File: src/rtl/audio_pkg.sv
// Shared types and constants for the audio playback controller.
package audio_pkg;

    localparam int unsigned SAMPLE_W_DEF = 32;

    localparam logic RATE_44K = 1'b0;
    localparam logic RATE_22K = 1'b1;

    typedef enum logic [1:0] {
        ST_IDLE  = 2'd0,
        ST_PRIME = 2'd1,
        ST_PLAY  = 2'd2,
        ST_DRAIN = 2'd3
    } state_e;

endpackage

File: src/rtl/sample_fifo.sv
// Synchronous sample FIFO; occupancy is tracked separately from the wrapping pointers.
module sample_fifo #(
    parameter int unsigned DEPTH    = 8,
    parameter int unsigned SAMPLE_W = 32,
    localparam int unsigned PTR_W   = $clog2(DEPTH),
    localparam int unsigned LVL_W   = $clog2(DEPTH) + 1
) (
    input  logic                clk,
    input  logic                nreset,
    input  logic                flush_i,
    input  logic                push_i,
    input  logic                pop_i,
    input  logic [SAMPLE_W-1:0] wr_data_i,
    output logic [SAMPLE_W-1:0] head_o,
    output logic [LVL_W-1:0]    level_o,
    output logic                full_o,
    output logic                empty_o
);

    logic [SAMPLE_W-1:0] mem_q [DEPTH];
    logic [PTR_W-1:0]    wr_ptr_q, rd_ptr_q;
    logic [LVL_W-1:0]    level_q;
    logic                wr_en, rd_en;

    assign full_o  = (level_q == LVL_W'(DEPTH));
    assign empty_o = (level_q == '0);
    assign level_o = level_q;
    assign head_o  = mem_q[rd_ptr_q];

    // A full FIFO still accepts a write when a read frees a slot in the same cycle.
    assign rd_en = pop_i && !empty_o && !flush_i;
    assign wr_en = push_i && (!full_o || rd_en) && !flush_i;

    always_ff @(posedge clk) begin
        if (wr_en) begin
            mem_q[wr_ptr_q] <= wr_data_i;
        end
    end

    always_ff @(posedge clk or negedge nreset) begin
        if (!nreset) begin
            wr_ptr_q <= '0;
            rd_ptr_q <= '0;
            level_q  <= '0;
        end else if (flush_i) begin
            wr_ptr_q <= '0;
            rd_ptr_q <= '0;
            level_q  <= '0;
        end else begin
            if (wr_en) wr_ptr_q <= wr_ptr_q + PTR_W'(1);
            if (rd_en) rd_ptr_q <= rd_ptr_q + PTR_W'(1);
            case ({wr_en, rd_en})
                2'b10:   level_q <= level_q + LVL_W'(1);
                2'b01:   level_q <= level_q - LVL_W'(1);
                default: level_q <= level_q;
            endcase
        end
    end

endmodule

File: src/rtl/audio_playback_ctrl.sv
// Playback sequencer: buffers host samples and releases one per effective rate tick to the DAC.
module audio_playback_ctrl
    import audio_pkg::*;
#(
    parameter int unsigned DEPTH    = 8,
    parameter int unsigned SAMPLE_W = SAMPLE_W_DEF,
    localparam int unsigned LVL_W   = $clog2(DEPTH) + 1
) (
    input  logic                clk,
    input  logic                nreset,
    input  logic                audio_starts,
    input  logic                audio_22khz,
    input  logic                end_audio_sample,
    input  logic                is_audio_sample,
    input  logic [SAMPLE_W-1:0] sample_data,
    input  logic                rate_tick,
    output logic [SAMPLE_W-1:0] dac_data,
    output logic                dac_valid,
    output logic                data_req,
    output logic                active,
    output logic                mode_22k,
    output logic [LVL_W-1:0]    fifo_level,
    output logic                underrun,
    output logic                overflow
);

    state_e              state_q, state_d;
    logic                mode_q, mode_d;
    logic                phase_q, phase_d;
    logic [SAMPLE_W-1:0] dac_data_q, dac_data_d;
    logic                dac_valid_q, dac_valid_d;
    logic                underrun_q, underrun_d;
    logic                overflow_q, overflow_d;
    logic                data_req_q, data_req_d;
    logic                active_q, active_d;

    logic                fifo_flush, fifo_push, fifo_pop;
    logic                fifo_full, fifo_empty;
    logic [SAMPLE_W-1:0] fifo_head;
    logic                tick_eff;

    sample_fifo #(
        .DEPTH    (DEPTH),
        .SAMPLE_W (SAMPLE_W)
    ) u_fifo (
        .clk       (clk),
        .nreset    (nreset),
        .flush_i   (fifo_flush),
        .push_i    (fifo_push),
        .pop_i     (fifo_pop),
        .wr_data_i (sample_data),
        .head_o    (fifo_head),
        .level_o   (fifo_level),
        .full_o    (fifo_full),
        .empty_o   (fifo_empty)
    );

    always_ff @(posedge clk or negedge nreset) begin
        if (!nreset) begin
            state_q     <= ST_IDLE;
            mode_q      <= RATE_44K;
            phase_q     <= 1'b0;
            dac_data_q  <= '0;
            dac_valid_q <= 1'b0;
            underrun_q  <= 1'b0;
            overflow_q  <= 1'b0;
            data_req_q  <= 1'b0;
            active_q    <= 1'b0;
        end else begin
            state_q     <= state_d;
            mode_q      <= mode_d;
            phase_q     <= phase_d;
            dac_data_q  <= dac_data_d;
            dac_valid_q <= dac_valid_d;
            underrun_q  <= underrun_d;
            overflow_q  <= overflow_d;
            data_req_q  <= data_req_d;
            active_q    <= active_d;
        end
    end

    // Next state, FIFO control and DAC register update.
    always_comb begin
        state_d     = state_q;
        mode_d      = mode_q;
        phase_d     = phase_q;
        dac_data_d  = dac_data_q;
        dac_valid_d = 1'b0;
        underrun_d  = 1'b0;
        overflow_d  = 1'b0;
        fifo_flush  = 1'b0;
        fifo_push   = 1'b0;
        fifo_pop    = 1'b0;
        // In 22k mode only every other rate tick releases a sample.
        tick_eff    = rate_tick && ((mode_q == RATE_44K) || !phase_q);

        if (audio_starts) begin
            fifo_flush = 1'b1;
            mode_d     = audio_22khz;
            phase_d    = 1'b0;
            state_d    = ST_PRIME;
        end else begin
            case (state_q)
                ST_IDLE: begin
                end
                ST_PRIME: begin
                    if (is_audio_sample) begin
                        if (!fifo_full) fifo_push  = 1'b1;
                        else            overflow_d = 1'b1;
                    end
                    if (end_audio_sample) begin
                        state_d = fifo_empty ? ST_IDLE : ST_DRAIN;
                    end else if (fifo_full) begin
                        state_d = ST_PLAY;
                        phase_d = 1'b0;
                    end
                end
                ST_PLAY: begin
                    if (rate_tick && (mode_q == RATE_22K)) phase_d = ~phase_q;
                    if (tick_eff) begin
                        dac_valid_d = 1'b1;
                        if (!fifo_empty) begin
                            fifo_pop   = 1'b1;
                            dac_data_d = fifo_head;
                        end else begin
                            dac_data_d = '0;
                            underrun_d = 1'b1;
                        end
                    end
                    if (is_audio_sample) begin
                        if (!fifo_full || fifo_pop) fifo_push  = 1'b1;
                        else                        overflow_d = 1'b1;
                    end
                    if (end_audio_sample) state_d = ST_DRAIN;
                end
                ST_DRAIN: begin
                    if (rate_tick && (mode_q == RATE_22K)) phase_d = ~phase_q;
                    if (fifo_empty) begin
                        state_d = ST_IDLE;
                    end else if (tick_eff) begin
                        fifo_pop    = 1'b1;
                        dac_valid_d = 1'b1;
                        dac_data_d  = fifo_head;
                        if (fifo_level == LVL_W'(1)) state_d = ST_IDLE;
                    end
                end
                default: state_d = ST_IDLE;
            endcase
        end

        active_d   = (state_d != ST_IDLE);
        data_req_d = ((state_q == ST_PRIME) || (state_q == ST_PLAY)) &&
                     (fifo_level < LVL_W'(DEPTH / 2));
    end

    assign dac_data  = dac_data_q;
    assign dac_valid = dac_valid_q;
    assign data_req  = data_req_q;
    assign active    = active_q;
    assign mode_22k  = mode_q;
    assign underrun  = underrun_q;
    assign overflow  = overflow_q;

endmodule

File: config.mk
export PLATFORM = sky130hd
export DESIGN_NAME = audio_playback_ctrl
export DESIGN_NICKNAME = d
export VERILOG_FILES = /design/src/rtl/audio_pkg.sv /design/src/rtl/sample_fifo.sv /design/src/rtl/audio_playback_ctrl.sv
export SDC_FILE = /design/constraint.sdc
export NUM_CORES = 1
export LEC_CHECK = 0
export CAP_MARGIN = 10
export CORE_ASPECT_RATIO = 1.5
export CORE_MARGIN = 1
export CORE_UTILIZATION = 55
export DETAILED_ROUTE_END_ITERATION = 6
export GPL_ROUTABILITY_DRIVEN = 0
export PLACE_DENSITY = 0.82
export SKIP_CTS_REPAIR_TIMING = 1
export SLEW_MARGIN = 20
export SYNTH_ARGS = -nofsm -noshare
export SYNTH_HDL_FRONTEND = slang
export SYNTH_SLANG_ARGS = --single-unit
File: constraint.sdc
create_clock -name clk -period 9.3 [get_ports clk]
set_input_delay 2.325 -clock clk [delete_from_list [all_inputs] [get_ports clk]]
set_output_delay 2.325 -clock clk [all_outputs]
set_load 0.05 [all_outputs]
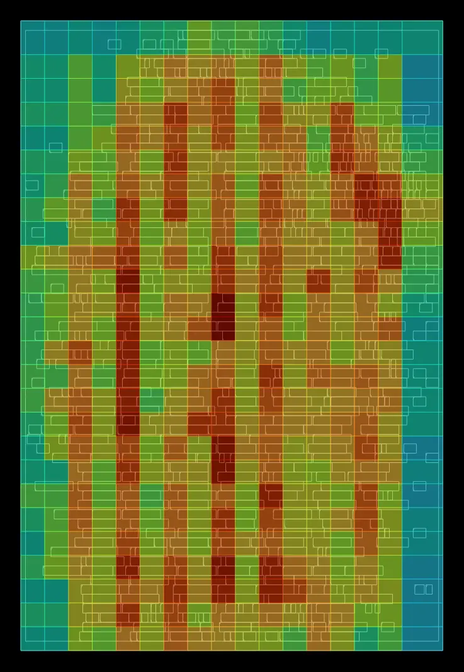
(run_1/final_congestion.png)
All-Layer GR Usage: 0.223
global-route track usage on met1: 0.290
peak-usage layer in the global routing report: met2
Final Core Density: 0.661

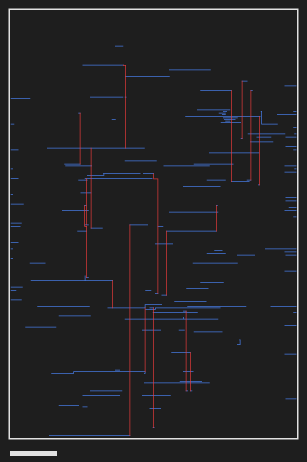
(run_1/metal_stack.png)
Scale bar: 20 um. Only two layers are drawn.
blue -> met3  # wire length 1180 um
red -> met4  # wire length 595 um
Routed WL: 23300 um
vias: 6037
Wirelength per Cell: 23.4 um

==> ci_impl_report.md, run 1 <==
## PnR job results

| Metric | Value |
|---|---|
| Sum of negative setup slack | 0 ns |
| Adder-cell share of the synthesized area | 0.00945 |
| Combinational power share | 0.196 |
| Worst path max stage delay | 0.81 ns |
| Row count | 65 |
| Tool warnings | 31 |
| Mapped Avg Cell Area | between 15 and 20 um2 |
| Max reg flops | 256 |
| Place WS | roughly 3.5 ns |
| Register share after synthesis | 0.752 |
| Fmax | ~0.19 GHz |
| Post-synthesis mux area share | 0.151 |
| Proportion of layout cells with a drive suffix above 1 | 0.197 |
| Layout fillers | about 1.4k |
| Clk. pwr | between 1 and 1.5 mW |
| Relative slew slack | 0.272 |
| Reg with most FFs | u_fifo.mem_q |
| P_leak | roughly 4.5 nW |
| H-tree levels | 1 |
| Synth Instances | a little over 600 |
| Area reported by Yosys stat | ~12000 um2 |
| Buffering overhead | 0.0649 |
| Cts bufs inserted | 27 |
| Final-layout clock-cell area share | 0.0617 |
| Hold Violations, Final | 0 |
| Inverter count | 6 |
| CTS tree | yes |
| CP max FO | 25 |
| Worst-path clk slew | around 0.06 ns |
| CP Class | in -> reg |
| # diodes | 0 |
| Pwr top | sequential cells |
| Worst Skew | between 0.015 and 0.02 ns |
| Critical path's slowest cell | clkdlybuf4s50_1 |
| GRT overflow | 0 |
| Syn_nets | around 660 |
| P&R area growth vs syn | 17.2% |
| Worst R2R Start | state_q[0] |
| Hold Crit Depth | 2 |
| Peak supply drop | around 150 uV |
| Post-Synth Simple-Gate Area | 0.0422 |
| R2r setup slk | just under 6 ns |
| Final setup violation count | 0 |
| Status | completed |
| Slew Viols, Final | 0 |
| 1st-iter DRT viols | 430 |
| Cell variety after synth | 48 |
| Xor/xnor share | 0.00147 |
| Vias/cell | about 6 |
| Sequential power | roughly 1.7 mW |
| Ys cells | approximately 620 |
| Fraction of area in registers | 0.642 |
| I/O Buffers | ~80 |
| Final worst setup slack | around 4 ns |
| Worst setup SP type | input port |
| # DRC | 0 |
| Placed cells | 947 |
| Die width | 122 um |
| Global-route wire length before repair | between 30000 and 40000 um |
| Comb gates | 275 |
| Switch Pwr | between 0.9 and 1 mW |
| R2R depth | 8 |
| Clock buffers | 39 |
| Sequential share of power | 0.489 |
| Tapcell Cnt | 268 |
| #FFs+latches synth | between 300 and 400 |
| Hold Path End | dac_data[21] |
| IO Pins | around 80 |
| Synth area leader | edfxtp_1 |
| MaxCap Viol Count | 0 |
| Register area | between 8000 and 9000 um2 |
| RSZ-0062 raised after global routing | false |
| Die ar. | 22300 um2 |
| Clk pwr share | 0.315 |
| Detail Route Antenna Nets | 0 |
| Synth Cell Area | roughly 12000 um2 |
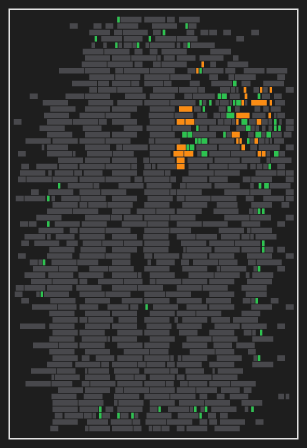
(run_1/gate_families.png)
orange -> NOR gates  # cells 28, most used nor2_1, where top right
green -> NAND gates  # cells 65, most used nand2_1
most frequent logic cell in the layout: edfxtp_1
multi-input combinational area share: 0.205
fin cells: 998

[run 1: routing by layer]
layer  part of all wire  global-route usage  vias up
li1                   -                   -     2629
met1               0.38               0.290     3146
met2               0.54               0.392      221
met3              0.051              0.0266       41
met4              0.025              0.0688        0
met5                  0                   0        -
[run 1: worst max-delay path: cells and delay by family]
family | cells | cell delay [ns]
AND/OR/NAND/NOR | 4 | 1.83
buffers and inverters | 2 | 1.31
[run 1: through the flow]
stage / power (mW) / hold WS [ns]
after floorplan: 2.14 / 0.520
after global placement: 2.35 / 0.462
after detailed placement: 2.38 / 0.472
after CTS: 3.45 / 0.487
after global routing: 3.55 / 0.521
final: 3.43 / 0.476
==> run_1/registers.png <==
Scale bar: 20 um. Other sequential cells in the stronger grey, the rest of the logic in the fainter grey.
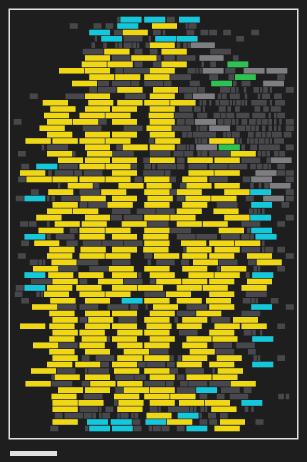

==> run 1 -> run 2 <==
==> constraint.sdc (replaced) <==
create_clock -name clk -period 5.4 [get_ports clk]
set_input_delay 1.35 -clock clk [delete_from_list [all_inputs] [get_ports clk]]
set_output_delay 1.35 -clock clk [all_outputs]
set_load 0.05 [all_outputs]
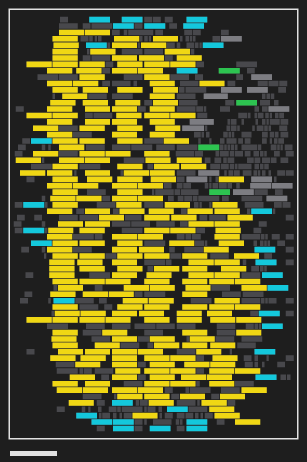
(run_2/registers.png)
Scale bar: 20 um. Other sequential cells in the stronger grey, the rest of the logic in the fainter grey.
yellow -> u_fifo.mem_q  # sequential cells 256
green -> u_fifo.level_o  # sequential cells 4, where top right
cyan -> dac_data  # sequential cells 32, where all over the die
sequential power: 2.90 mW
fraction of area in registers: 0.642
register area: 8970 um2
Final Core Density: 0.661

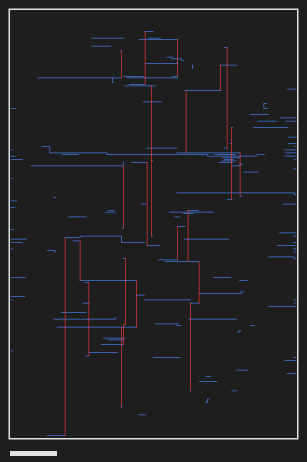
(run_2/metal_stack.png)
Scale bar: 20 um. Only two layers are drawn.
red -> met4  # wire length 620 um
blue -> met3  # wire length 1070 um

==> run 2 against run 1 <==
Effect of this change:
- worst hold slack improved by 0.0037 ns
- largest power group unchanged
- via count is 0.56% lower
- power rose by 71%
- cell area hardly changed
- highest routed layer unchanged
==> ci_impl_report.md, run 2 <==
## PnR job results

| Metric | Value |
|---|---|
| Die ar. | about 22000 um2 |
| Crit path max-delay family | simple AND/OR/NAND/NOR gates |
| Status | completed |
| Global-route track usage on met1 | 0.274 |
| Worst path max stage delay | just under 0.5 ns |
| Die width | about 120 um |
| Top Layer Used | met4 |
| IO Pins | 81 |
| Synth area leader | edfxtp_1 |
| Vias in the first global route | around 6.4k |
| Crit path buf inv count | 2 |
| Worst-path clk slew | approximately 0.060 ns |
| All-Layer GR Usage | 0.222 |
| Peak-usage layer in the global routing report | met2 |
| Post-Synth Simple-Gate Area | 0.0422 |
| Area reported by Yosys stat | 11900 um2 |
| Slew Viols, Final | 0 |
| Xor/xnor share | 0.00147 |
| M1 WL | slightly below 9000 um |
| Critical path's slowest cell | clkdlybuf4s50_1 |
| # diodes | 0 |
| Sum of negative setup slack | 0 ns |
| H-tree levels | 1 |
| GRT overflow | 0 |
| Peak supply drop | 290 uV |
| CP max FO | 21 |
| Post-synthesis mux area share | 0.151 |
| # DRC | 0 |
| Tool warnings | 31 |
| CP Class | in -> reg |
| P&R area growth vs syn | 17.3% |
| Place WS | 1.26 ns |
| CTS tree | yes |
| Placed cells | approximately 950 |
| Crit path depth | 7 |
| Row count | approximately 65 |
| Cell variety after synth | ~48 |
| Worst R2R Start | state_q[1] |
| Vias | approximately 6.0k |
| Synth Cell Area | around 12000 um2 |
| Global-route wire length before repair | approximately 36000 um |
| Fin cells | ~1.0k |
| Met3 Track Usage GR | 0.0272 |
| 1st-iter DRT viols | 474 |
| Met2 wire length | 13100 um |
| CP startpoint | rate_tick |
| Most frequent logic cell in the layout | edfxtp_1 |
| Max reg flops | between 200 and 300 |
| I/O Buffers | approximately 80 |
| Fmax | ~0.28 GHz |
| R2R depth | 8 |
| Syn_nets | roughly 660 |
| Wirelength per Cell | 23.7 um |
| RSZ-0062 raised after global routing | false |
| R2r setup slk | 2.32 ns |
| Detail Route Antenna Nets | 0 |
| Overall Power | slightly below 6 mW |
| Vias/cell | ~6 |
| Register share after synthesis | 0.752 |
| Hold Path End | dac_data[10] |
| Final setup violation count | 0 |
| MaxCap Viol Count | 0 |
| Routed WL | 23700 um |
| Ys cells | 615 |
| Final worst setup slack | roughly 1.8 ns |
| GR Util met2 | 0.399 |
| Cts bufs inserted | 26 |
| #FFs+latches synth | roughly 300 |
| Relative slew slack | 0.293 |
| Initial Utilization | 0.564 |
| Adder-cell share of the synthesized area | 0.00945 |
| P_leak | between 4 and 5 nW |
| Hold Crit Depth | 2 |
| Worst setup SP type | input port |
| Synth Instances | about 620 |
| Reg with most FFs | u_fifo.mem_q |
| Hold Violations, Final | 0 |
-- run 2: cell counts after synthesis --
No cell type changed its count.
-- run 2: cell families after synthesis --
group / after synthesis
fa+ha+maj: 9
mux: 100
xor+xnor: 2
compound gates: 63
simple gates: 101
flops: 307
buf+inv: 33
-- run 2: report_power, final --
group	leakage, nW	switching [mW]	internal, mW
Combinational	1.17	0.739	0.431
Sequential	2.98	0.129	2.77
Clock	0.404	0.797	1.00
-- run 2: final cells by class --
| cell class | count | area (um2) |
|---|---|---|
| Sequential cell | 307 | 8970 |
| Fill cell | 1342 | 7170 |
| Multi-Input combinational cell | 275 | 2870 |
| Timing Repair Buffer | 97 | 948 |
| Clock buffer | 35 | 736 |
| Tap cell | 268 | 335 |
| Clock inverter | 13 | 88.8 |
| Inverter | 6 | 22.5 |
Power and IR drop assume default switching activity.
